Figure 1. Clock distribution (run 1).
Bar = 20 um.
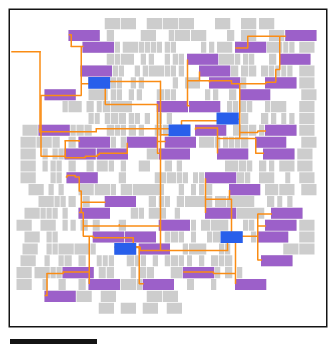
Figure 2. The metal 3 layer (run 1).
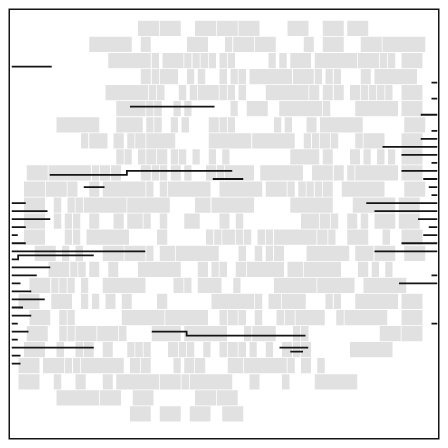
Figure 3. Wiring heat map (run 1).
Bar = 20 um. 14 x 14 tiles, from white (low) to dark blue (high), scaled to the fullest tile. Values are wire area over tile area, all layers added.
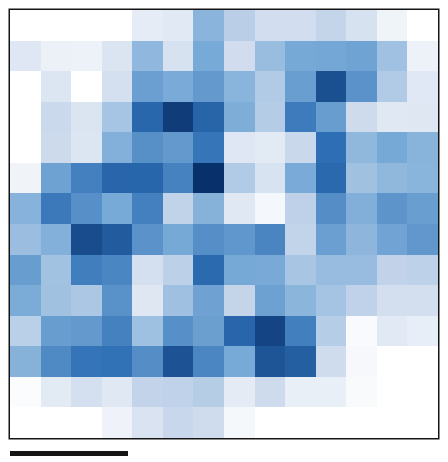
Figure 4. Close-up of the layout (run 1).
Region (16, 16) to (56, 56) um. Cells in gray, sequential cells in the stronger gray; small squares are vias.
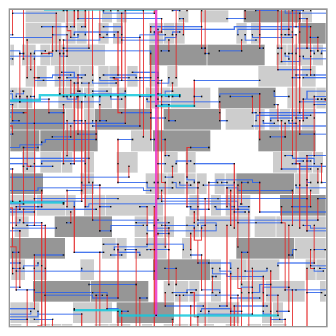
`src/rtl/regfile_arbiter.sv`:
```
// -----------------------------------------------------------------------------
// regfile_arbiter
// Shares one 2**ADDR_W x DATA_W register file between two masters (m0, m1).
// After reset an optional init sweep writes INIT_VAL to every location; then
// single read/write transactions are served one at a time with round-robin
// arbitration. The file's read pipeline (RD_LAT edges) is hidden behind a
// req/ack handshake per master.
//
// Ports
//   clk_i            clock, all logic on posedge
//   reset_i          synchronous active-high reset
//   mX_req_i         request, held with a stable command until mX_ack_o
//   mX_we_i          1 = write, 0 = read
//   mX_addr_i        address
//   mX_wdata_i       write data
//   mX_ack_o         one-cycle completion pulse
//   mX_rdata_o       read data, valid in ack cycle, held until next read of mX
//   rf_wr_en_o       register file write enable
//   rf_rd_en_o       register file read enable
//   rf_addr_o        register file address
//   rf_data_in_o     register file write data
//   rf_data_out_i    register file read data
//   busy_o           high in every state except IDLE
//   init_done_o      high from the end of the init sweep until the next reset
// -----------------------------------------------------------------------------
module regfile_arbiter #(
    parameter int                ADDR_W   = 4,
    parameter int                DATA_W   = 8,
    parameter int                RD_LAT   = 2,
    parameter int                INIT_EN  = 1,
    parameter logic [DATA_W-1:0] INIT_VAL = {DATA_W{1'b0}}
) (
    input  logic              clk_i,
    input  logic              reset_i,
    input  logic              m0_req_i,
    input  logic              m0_we_i,
    input  logic [ADDR_W-1:0] m0_addr_i,
    input  logic [DATA_W-1:0] m0_wdata_i,
    output logic              m0_ack_o,
    output logic [DATA_W-1:0] m0_rdata_o,
    input  logic              m1_req_i,
    input  logic              m1_we_i,
    input  logic [ADDR_W-1:0] m1_addr_i,
    input  logic [DATA_W-1:0] m1_wdata_i,
    output logic              m1_ack_o,
    output logic [DATA_W-1:0] m1_rdata_o,
    output logic              rf_wr_en_o,
    output logic              rf_rd_en_o,
    output logic [ADDR_W-1:0] rf_addr_o,
    output logic [DATA_W-1:0] rf_data_in_o,
    input  logic [DATA_W-1:0] rf_data_out_i,
    output logic              busy_o,
    output logic              init_done_o
);

    localparam int                CNT_W     = (RD_LAT > 1) ? $clog2(RD_LAT) : 1;
    localparam logic [CNT_W-1:0]  WAIT_LAST = CNT_W'(RD_LAT - 1);
    localparam logic [CNT_W-1:0]  WAIT_ONE  = CNT_W'(1);
    localparam logic [ADDR_W:0]   INIT_ONE  = {{ADDR_W{1'b0}}, 1'b1};

    typedef enum logic [2:0] {
        ST_INIT  = 3'd0,
        ST_IDLE  = 3'd1,
        ST_ISSUE = 3'd2,
        ST_WAIT  = 3'd3,
        ST_DONE  = 3'd4
    } state_t;

    localparam state_t RESET_STATE = (INIT_EN != 0) ? ST_INIT : ST_IDLE;

    state_t              state_q, state_d;
    logic [ADDR_W:0]     init_cnt_q, init_cnt_d;
    logic [CNT_W-1:0]    wait_cnt_q, wait_cnt_d;
    logic                grant_q, grant_d;
    logic                last_grant_q, last_grant_d;
    logic                we_q, we_d;
    logic                rf_wr_en_q, rf_wr_en_d;
    logic                rf_rd_en_q, rf_rd_en_d;
    logic [ADDR_W-1:0]   rf_addr_q, rf_addr_d;
    logic [DATA_W-1:0]   rf_data_in_q, rf_data_in_d;
    logic                m0_ack_q, m0_ack_d;
    logic                m1_ack_q, m1_ack_d;
    logic [DATA_W-1:0]   m0_rdata_q, m0_rdata_d;
    logic [DATA_W-1:0]   m1_rdata_q, m1_rdata_d;
    logic                busy_q, busy_d;
    logic                init_done_q, init_done_d;
    logic                sel_s;

    // Next-state and next-output logic; every output is computed one cycle
    // ahead so that it appears registered in the state it belongs to.
    always_comb begin
        state_d      = state_q;
        init_cnt_d   = init_cnt_q;
        wait_cnt_d   = wait_cnt_q;
        grant_d      = grant_q;
        last_grant_d = last_grant_q;
        we_d         = we_q;
        rf_wr_en_d   = 1'b0;
        rf_rd_en_d   = 1'b0;
        rf_addr_d    = rf_addr_q;
        rf_data_in_d = rf_data_in_q;
        m0_ack_d     = 1'b0;
        m1_ack_d     = 1'b0;
        m0_rdata_d   = m0_rdata_q;
        m1_rdata_d   = m1_rdata_q;
        init_done_d  = init_done_q;
        sel_s        = 1'b0;

        case (state_q)
            ST_INIT: begin
                // MSB of the sweep counter marks that every address was written
                if (init_cnt_q[ADDR_W] == 1'b0) begin
                    rf_wr_en_d   = 1'b1;
                    rf_addr_d    = init_cnt_q[ADDR_W-1:0];
                    rf_data_in_d = INIT_VAL;
                    init_cnt_d   = init_cnt_q + INIT_ONE;
                end else begin
                    state_d     = ST_IDLE;
                    init_done_d = 1'b1;
                end
            end
            ST_IDLE: begin
                init_done_d = 1'b1;
                if (m0_req_i || m1_req_i) begin
                    // Contention goes to the master that was not granted last
                    if (m0_req_i && m1_req_i) begin
                        sel_s = ~last_grant_q;
                    end else begin
                        sel_s = m1_req_i;
                    end
                    grant_d      = sel_s;
                    last_grant_d = sel_s;
                    we_d         = sel_s ? m1_we_i : m0_we_i;
                    rf_addr_d    = sel_s ? m1_addr_i : m0_addr_i;
                    rf_data_in_d = sel_s ? m1_wdata_i : m0_wdata_i;
                    if (we_d) begin
                        rf_wr_en_d = 1'b1;
                    end else begin
                        rf_rd_en_d = 1'b1;
                    end
                    state_d = ST_ISSUE;
                end else begin
                    state_d = ST_IDLE;
                end
            end
            ST_ISSUE: begin
                if (we_q) begin
                    state_d  = ST_DONE;
                    m0_ack_d = ~grant_q;
                    m1_ack_d = grant_q;
                end else begin
                    state_d    = ST_WAIT;
                    wait_cnt_d = {CNT_W{1'b0}};
                end
            end
            ST_WAIT: begin
                // Read data is valid by the last wait edge; capture it there
                if (wait_cnt_q == WAIT_LAST) begin
                    state_d  = ST_DONE;
                    m0_ack_d = ~grant_q;
                    m1_ack_d = grant_q;
                    if (grant_q) begin
                        m1_rdata_d = rf_data_out_i;
                    end else begin
                        m0_rdata_d = rf_data_out_i;
                    end
                end else begin
                    wait_cnt_d = wait_cnt_q + WAIT_ONE;
                end
            end
            ST_DONE: begin
                state_d = ST_IDLE;
            end
            default: begin
                state_d = ST_IDLE;
            end
        endcase

        busy_d = (state_d != ST_IDLE);
    end

    // State and output registers with synchronous reset
    always_ff @(posedge clk_i) begin
        if (reset_i) begin
            state_q      <= RESET_STATE;
            init_cnt_q   <= {(ADDR_W+1){1'b0}};
            wait_cnt_q   <= {CNT_W{1'b0}};
            grant_q      <= 1'b0;
            last_grant_q <= 1'b1;
            we_q         <= 1'b0;
            rf_wr_en_q   <= 1'b0;
            rf_rd_en_q   <= 1'b0;
            rf_addr_q    <= {ADDR_W{1'b0}};
            rf_data_in_q <= {DATA_W{1'b0}};
            m0_ack_q     <= 1'b0;
            m1_ack_q     <= 1'b0;
            m0_rdata_q   <= {DATA_W{1'b0}};
            m1_rdata_q   <= {DATA_W{1'b0}};
            busy_q       <= 1'b0;
            init_done_q  <= 1'b0;
        end else begin
            state_q      <= state_d;
            init_cnt_q   <= init_cnt_d;
            wait_cnt_q   <= wait_cnt_d;
            grant_q      <= grant_d;
            last_grant_q <= last_grant_d;
            we_q         <= we_d;
            rf_wr_en_q   <= rf_wr_en_d;
            rf_rd_en_q   <= rf_rd_en_d;
            rf_addr_q    <= rf_addr_d;
            rf_data_in_q <= rf_data_in_d;
            m0_ack_q     <= m0_ack_d;
            m1_ack_q     <= m1_ack_d;
            m0_rdata_q   <= m0_rdata_d;
            m1_rdata_q   <= m1_rdata_d;
            busy_q       <= busy_d;
            init_done_q  <= init_done_d;
        end
    end

    assign m0_ack_o     = m0_ack_q;
    assign m1_ack_o     = m1_ack_q;
    assign m0_rdata_o   = m0_rdata_q;
    assign m1_rdata_o   = m1_rdata_q;
    assign rf_wr_en_o   = rf_wr_en_q;
    assign rf_rd_en_o   = rf_rd_en_q;
    assign rf_addr_o    = rf_addr_q;
    assign rf_data_in_o = rf_data_in_q;
    assign busy_o       = busy_q;
    assign init_done_o  = init_done_q;

endmodule
```
`config.mk`:
```
export PLATFORM = sky130hd
export DESIGN_NAME = regfile_arbiter
export DESIGN_NICKNAME = d
export VERILOG_FILES = /design/src/rtl/regfile_arbiter.sv
export SDC_FILE = /design/constraint.sdc
export NUM_CORES = 1
export LEC_CHECK = 0
export ABC_AREA = 1
export CAP_MARGIN = 20
export CORE_UTILIZATION = 40
export DETAILED_ROUTE_END_ITERATION = 10
export PLACE_DENSITY = 0.74
export SYNTH_ARGS = -nofsm -noshare
export SYNTH_HDL_FRONTEND = slang
export SYNTH_SLANG_ARGS = --single-unit
```
`constraint.sdc`:
```
create_clock -name clk_i -period 1.9 [get_ports clk_i]
set_clock_uncertainty 0.15 [all_clocks]
set_input_delay 0.38 -clock clk_i [delete_from_list [all_inputs] [get_ports clk_i]]
set_output_delay 0.38 -clock clk_i [all_outputs]
set_load 0.01 [all_outputs]
```
==> impl_metrics.csv, run 1 <==
group,metric,value,unit
hold_path,hold_path_depth,2,
finish,n_clock_buffer,6,
logic_synthesis,synth_seq_share,0.4635,
power_and_ir_drop,powerClk,621,uW
floorplanning,rows,25,
worst_setup_path,r2r_end,"rf_addr_o[0]",
status,outcome,"completed",
routing,drt_pre_antenna_iters,4,
logic_synthesis,synth-seq-cells,46,
routing,antenna_left,0,
power_and_ir_drop,ir_drop,321.8,uV
finish,utilization,0.6055,
global_routing,use_met2,0.2991,
floorplanning,die_h,72.48,um
logic_synthesis,synth_warnings,0,
finish,sh_seq_area,0.3199,
worst_setup_path,timing.rr.start,"state_q[2]",
clock_tree,cts_hold_buf,0,
hold_path,min_path_type,"reg -> reg",
worst_setup_path,cp_slowest_cell,"clkdlybuf4s50_1",
power_and_ir_drop,p_comb_frac,0.101,
placed_design,place_congestion,0.7722,
clock_tree,path_clk_slew,0.08,ns
logic_synthesis,flop_cell,"dfxtp_1",
clock_tree,cts_buffer_depth,2,
finish,flops,46,
placed_design,dp_slack,-0.01258,ns
finish,final_cells,422,
finish,num-multi-input-gates,201,
power_and_ir_drop,leakage,1.168,nW
global_routing,gr-total-overflow,0,
floorplanning,coreArea,0.004755,sq mm
logic_synthesis,yosysChipArea,0.001987,sq mm
clock_tree,cts_tree,"done",
hold_path,hp-start,"last_grant_q",
logic_synthesis,synth-simple-area-share,0.3526,
global_routing,grt_max_degree,23,
floorplanning,die_width,72.48,um
global_routing,globalRouteTotalUtil,0.1788,
logic_synthesis,edf_count,0,
logic_synthesis,mux_share,0,
clock_tree,numCtsBuffers,5,
finish,fillers,479,
finish,layout_top_cells,"71 x nand2_1, 71 x clkdlybuf4s50_1, 60 x nor2_1",
worst_setup_path,endpoint,"rf_data_in_o[6]",
global_routing,antenna_found_initial,0,
floorplanning,fp_util,0.4179,
worst_setup_path,crit_fanout,2,
finish,layout.nonclk_buf_frac,0.2599,
worst_setup_path,max_stage_delay,0.56,ns
hold_path,min_delay_worst_endpoint,"last_grant_q",
global_routing,grt_use_met3,0.06806,
worst_setup_path,r2r_slack,0.36,ns
routing,vias,1932,
timing,rsz0062_at_grt,"no",
finish,seq_area,920.9,sq um
timing,whs,0.3137,ns
placed_design,place.detailed.hpwl,3321,um
finish,inverters,24,
power_and_ir_drop,maxPowerGroup,"sequential cells",
placed_design,dpl_cell_area,0.002784,sq mm
logic_synthesis,ys_sh_adder,0.006297,
power_and_ir_drop,clkPwrFrac,0.348,
clock_tree,ctsResizeCount,0,
finish,final_nets,393,
worst_setup_path,cp.required,1.37,ns
Notes on Figure 1 above:
- blue: cells driving clock nets (count 5)
- orange: clock wires (length 535 um)
- purple: flip-flops (count 46)
- routed clock nets: 6
- flops lie: spread over the die

Notes on Figure 2 above:
- main direction: horizontal
- wire length on this layer: 276 um
- share of all routed wire: 6.3%
- longest straight run: 22.3 um

Notes on Figure 3 above:
- tiles over half the peak: 34%
- mean over tiles: 0.14
- fullest tile: 0.37
- densest ninth of the die: west
- nearly empty tiles: 11%
- emptiest ninth of the die: south-east

Notes on Figure 4 above:
- cyan: met3
- magenta: met4
- red: met2
- blue: met1
- sequential cells in the window: 21
- most frequent: nor2_1 (26), nand2_1 (26), dfxtp_1 (21)
- netlist names of flops here include: m1_rdata_o (5), rf_data_in_o (4), init_cnt_q (3)
- cells with their middle in the window: 146

Figure 5. The clock network (run 1).
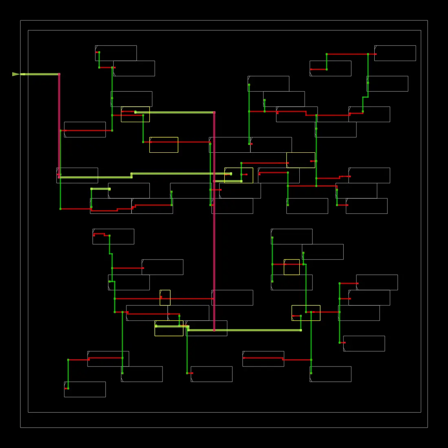

==> run 2, diff against run 1 <==
--- a/config.mk
+++ b/config.mk
@@ -7,9 +7,9 @@
 export LEC_CHECK = 0
 export ABC_AREA = 1
 export CAP_MARGIN = 20
-export CORE_UTILIZATION = 40
+export CORE_UTILIZATION = 47
 export DETAILED_ROUTE_END_ITERATION = 10
-export PLACE_DENSITY = 0.74
+export PLACE_DENSITY = 0.85
 export SYNTH_ARGS = -nofsm -noshare
 export SYNTH_HDL_FRONTEND = slang
 export SYNTH_SLANG_ARGS = --single-unit
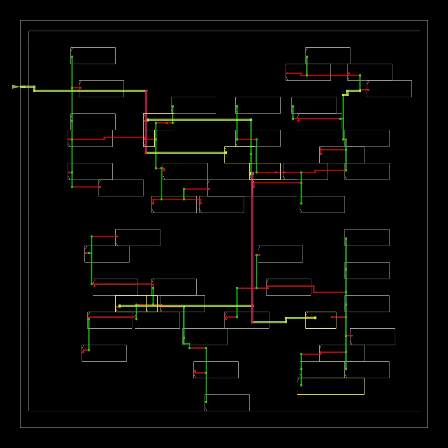
Figure 6: run 2, the clock network.
CLK BUF: 5
clk_lat worst skew: 0.29 ns
P_clk: 697 uW
cts bufs inserted: 5
flip-flops: 46

==> impl_metrics.csv, run 2 <==
group,metric,value,unit
clock_tree,postCtsSetupRepairBufs,0,
logic_synthesis,synth_warnings,0,
logic_synthesis,yosysChipArea,0.001987,sq mm
worst_setup_path,cp_slowest_cell,"clkdlybuf4s50_1",
global_routing,globalRouteTotalUtil,0.2105,
finish,drive_above_1_share,0.07606,
logic_synthesis,flop_cell,"dfxtp_1",
finish,clockNetworkAreaShare,0.03791,
routing,first_iter_violations,61,
global_routing,use_met2,0.3713,
logic_synthesis,synthTopCellsByCount,"71 x nand2_1, 60 x nor2_1, 46 x dfxtp_1",
routing,drt_pre_antenna_iters,4,
power_and_ir_drop,clkPwrFrac,0.375,
finish,layout.nonclk_buf_frac,0.2606,
floorplanning,die_width,67.02,um
routing,route.detailed.drc,0,
worst_setup_path,startpoint,"m0_rdata_o[0]",
global_routing,grt_max_degree,23,
clock_tree,cts_buffer_depth,2,
worst_setup_path,cp.depth,1,
status,outcome,"completed",
logic_synthesis,synth-seq-cells,46,
hold_path,hold_path_depth,2,
worst_setup_path,cp.required,1.37,ns
placed_design,place.detailed.hpwl,3436,um
worst_setup_path,crit_fanout,2,
logic_synthesis,syn_area_per_cell,7.147,sq um
floorplanning,rows,23,
logic_synthesis,ys_sh_xor,0.008816,
routing,antenna_left,0,
finish,final_nets,393,
finish,seq_area,920.9,sq um
logic_synthesis,mux_share,0,
logic_synthesis,synth_seq_share,0.4635,
finish,sh_seq_area,0.3207,
global_routing,grt_pass1_vias,1757,
clock_tree,cts_hold_buf,0,
logic_synthesis,synth-simple-area-share,0.3526,
finish,layout_top_cells,"71 x nand2_1, 71 x clkdlybuf4s50_1, 60 x nor2_1",
worst_setup_path,r2r_slack,0.34,ns
power_and_ir_drop,maxPowerGroup,"sequential cells",
hold_path,min_path_type,"reg -> reg",
clock_tree,ctsResizeCount,0,
clock_tree,path_clk_slew,0.08,ns
global_routing,antenna_found_initial,0,
clock_tree,cts_tree,"done",
timing,whs,0.3167,ns
global_routing,use_met1,0.2278,
logic_synthesis,edf_count,0,
worst_setup_path,max_stage_delay,0.54,ns
logic_synthesis,ys_sh_adder,0.006297,
routing,vias,1979,
global_routing,gr-total-overflow,0,
worst_setup_path,timing.rr.start,"state_q[2]",
power_and_ir_drop,leakage,1.179,nW
hold_path,min_delay_worst_endpoint,"last_grant_q",
finish,num-multi-input-gates,201,
placed_design,place_congestion,0.7911,
finish,utilization,0.7127,
power_and_ir_drop,ir_drop,466.8,uV
placed_design,dpl_cell_area,0.002763,sq mm
worst_setup_path,endpoint,"m0_rdata_o[0]",
worst_setup_path,r2r_end,"rf_addr_o[0]",
routing,drt_wl_total,4431,um
floorplanning,die_h,67.02,um
floorplanning,coreArea,0.004029,sq mm
worst_setup_path,crit_buf_inv,1,
power_and_ir_drop,p_comb_frac,0.096,
timing,max_slew_margin,0.6463,
hold_path,hp-start,"last_grant_q",
timing,rsz0062_at_grt,"no",
finish,fillers,365,
timing,timing_hold_violations_final,0,
placed_design,dp_slack,-0.02520,ns
finish,inverters,24,
global_routing,grt_use_met3,0.07363,
logic_synthesis,synthCells,278,
floorplanning,fp_util,0.4932,
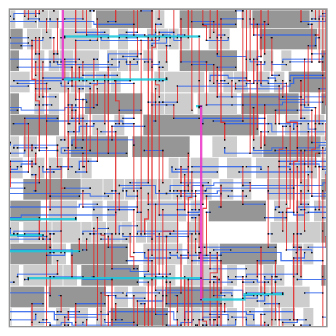
Figure 7: run 2, close-up of the layout.
Region (14, 14) to (54, 54) um. Cells in gray, sequential cells in the stronger gray; small squares are vias.

Figure 8. Clock distribution (run 2).
Bar = 20 um.
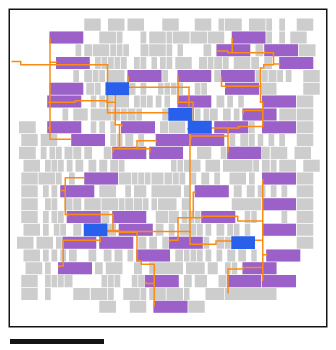

==> run 3, diff against run 2 <==
--- a/config.mk
+++ b/config.mk
@@ -7,7 +7,9 @@
 export LEC_CHECK = 0
 export ABC_AREA = 1
 export CAP_MARGIN = 20
-export CORE_UTILIZATION = 47
+export CELL_PAD_IN_SITES_DETAIL_PLACEMENT = 0
+export CELL_PAD_IN_SITES_GLOBAL_PLACEMENT = 1
+export CORE_UTILIZATION = 33
 export DETAILED_ROUTE_END_ITERATION = 10
 export PLACE_DENSITY = 0.85
 export SYNTH_ARGS = -nofsm -noshare
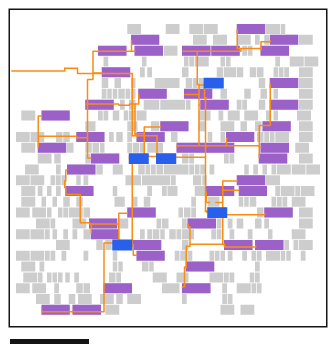
Figure 9: run 3, clock distribution.
Bar = 20 um.
- blue: cells driving clock nets (count 5)
- orange: clock wires (length 521 um)
- purple: flip-flops (count 46)
- flops lie: spread over the die
- routed clock nets: 6

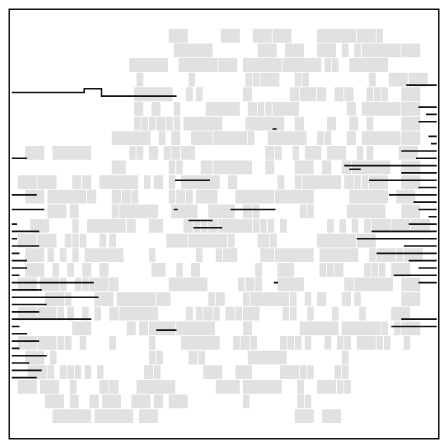
Figure 10: run 3, the metal 3 layer.
wirelength, routed: 4705 um
GRT met3 Usage: 0.04343
vias: 1,969

==> impl_metrics.csv, run 3 <==
group,metric,value,unit
placed_design,dp_slack,-0.02950,ns
floorplanning,die_width,79.60,um
timing,max_slew_margin,0.7325,
worst_setup_path,max_stage_delay,0.56,ns
finish,num-multi-input-gates,201,
clock_tree,numCtsBuffers,5,
routing,route.met3.wl,344,um
placed_design,place.detailed.hpwl,3477,um
timing,report.final.slew_viol_count,0,
finish,layout_top_cells,"71 x nand2_1, 71 x clkdlybuf4s50_1, 60 x nor2_1",
logic_synthesis,synth-seq-cells,46,
finish,n_clock_buffer,5,
worst_setup_path,crit_buf_inv,1,
placed_design,place_congestion,0.7966,
logic_synthesis,ys_sh_xor,0.008816,
logic_synthesis,synth_warnings,0,
finish,sh_seq_area,0.3189,
power_and_ir_drop,powerClk,588,uW
global_routing,globalRouteTotalUtil,0.1550,
worst_setup_path,r2r_slack,0.33,ns
finish,final_nets,394,
clock_tree,cts_hold_buf,0,
logic_synthesis,synth_seq_share,0.4635,
clock_tree,path_clk_slew,0.09,ns
logic_synthesis,synthTopCellsByCount,"71 x nand2_1, 60 x nor2_1, 46 x dfxtp_1",
clock_tree,ctsResizeCount,0,
power_and_ir_drop,p_total,1.755,mW
worst_setup_path,startpoint,"m0_rdata_o[6]",
global_routing,grt_max_degree,22,
worst_setup_path,crit_fanout,2,
power_and_ir_drop,maxPowerGroup,"sequential cells",
floorplanning,fp_util,0.3522,
placed_design,dpl_cell_area,0.002798,sq mm
logic_synthesis,synth-simple-area-share,0.3526,
clock_tree,cts_tree,"done",
logic_synthesis,synthCells,278,
logic_synthesis,syn_area_per_cell,7.147,sq um
worst_setup_path,r2r_end,"rf_addr_o[1]",
routing,route.detailed.drc,0,
global_routing,gr-total-overflow,0,
power_and_ir_drop,ir_drop,357.0,uV
global_routing,grt_pass1_vias,1721,
status,outcome,"completed",
finish,final_cells,428,
logic_synthesis,ys_sh_adder,0.006297,
global_routing,antenna_found_initial,0,
routing,wl_per_cell,10.99,um
finish,clockNetworkAreaShare,0.03120,
worst_setup_path,endpoint,"m0_rdata_o[6]",
timing,timing_hold_violations_final,0,
global_routing,use_met2,0.2402,
global_routing,use_met1,0.2021,
worst_setup_path,timing.rr.start,"state_q[2]",
finish,seq_area,920.9,sq um
logic_synthesis,mux_share,0,
floorplanning,coreArea,0.005642,sq mm
worst_setup_path,r2r_cells,6,
logic_synthesis,flop_cell,"dfxtp_1",
logic_synthesis,yosysChipArea,0.001987,sq mm
timing,whs,0.3177,ns
finish,layout.nonclk_buf_frac,0.2617,
floorplanning,die_h,79.60,um
routing,antenna_left,0,
worst_setup_path,cp.required,1.37,ns
power_and_ir_drop,leakage,1.170,nW
hold_path,min_path_type,"reg -> reg",
power_and_ir_drop,p_comb_frac,0.104,
clock_tree,clock_latency,0.30,ns
clock_tree,cts_buffer_depth,2,
logic_synthesis,edf_count,0,
finish,flops,46,
finish,utilization,0.5119,
timing,rsz0062_at_grt,"no",
clock_tree,postCtsSetupRepairBufs,0,
hold_path,hp-start,"last_grant_q",
floorplanning,rows,27,
power_and_ir_drop,clkPwrFrac,0.335,
finish,drive_above_1_share,0.07865,
hold_path,min_delay_worst_endpoint,"last_grant_q",
hold_path,hold_path_depth,2,
worst_setup_path,cp.depth,1,
worst_setup_path,cp_slowest_cell,"clkdlybuf4s50_1",
finish,fillers,557,
Power figures rest on the tool's default switching activity, not on a simulated workload.
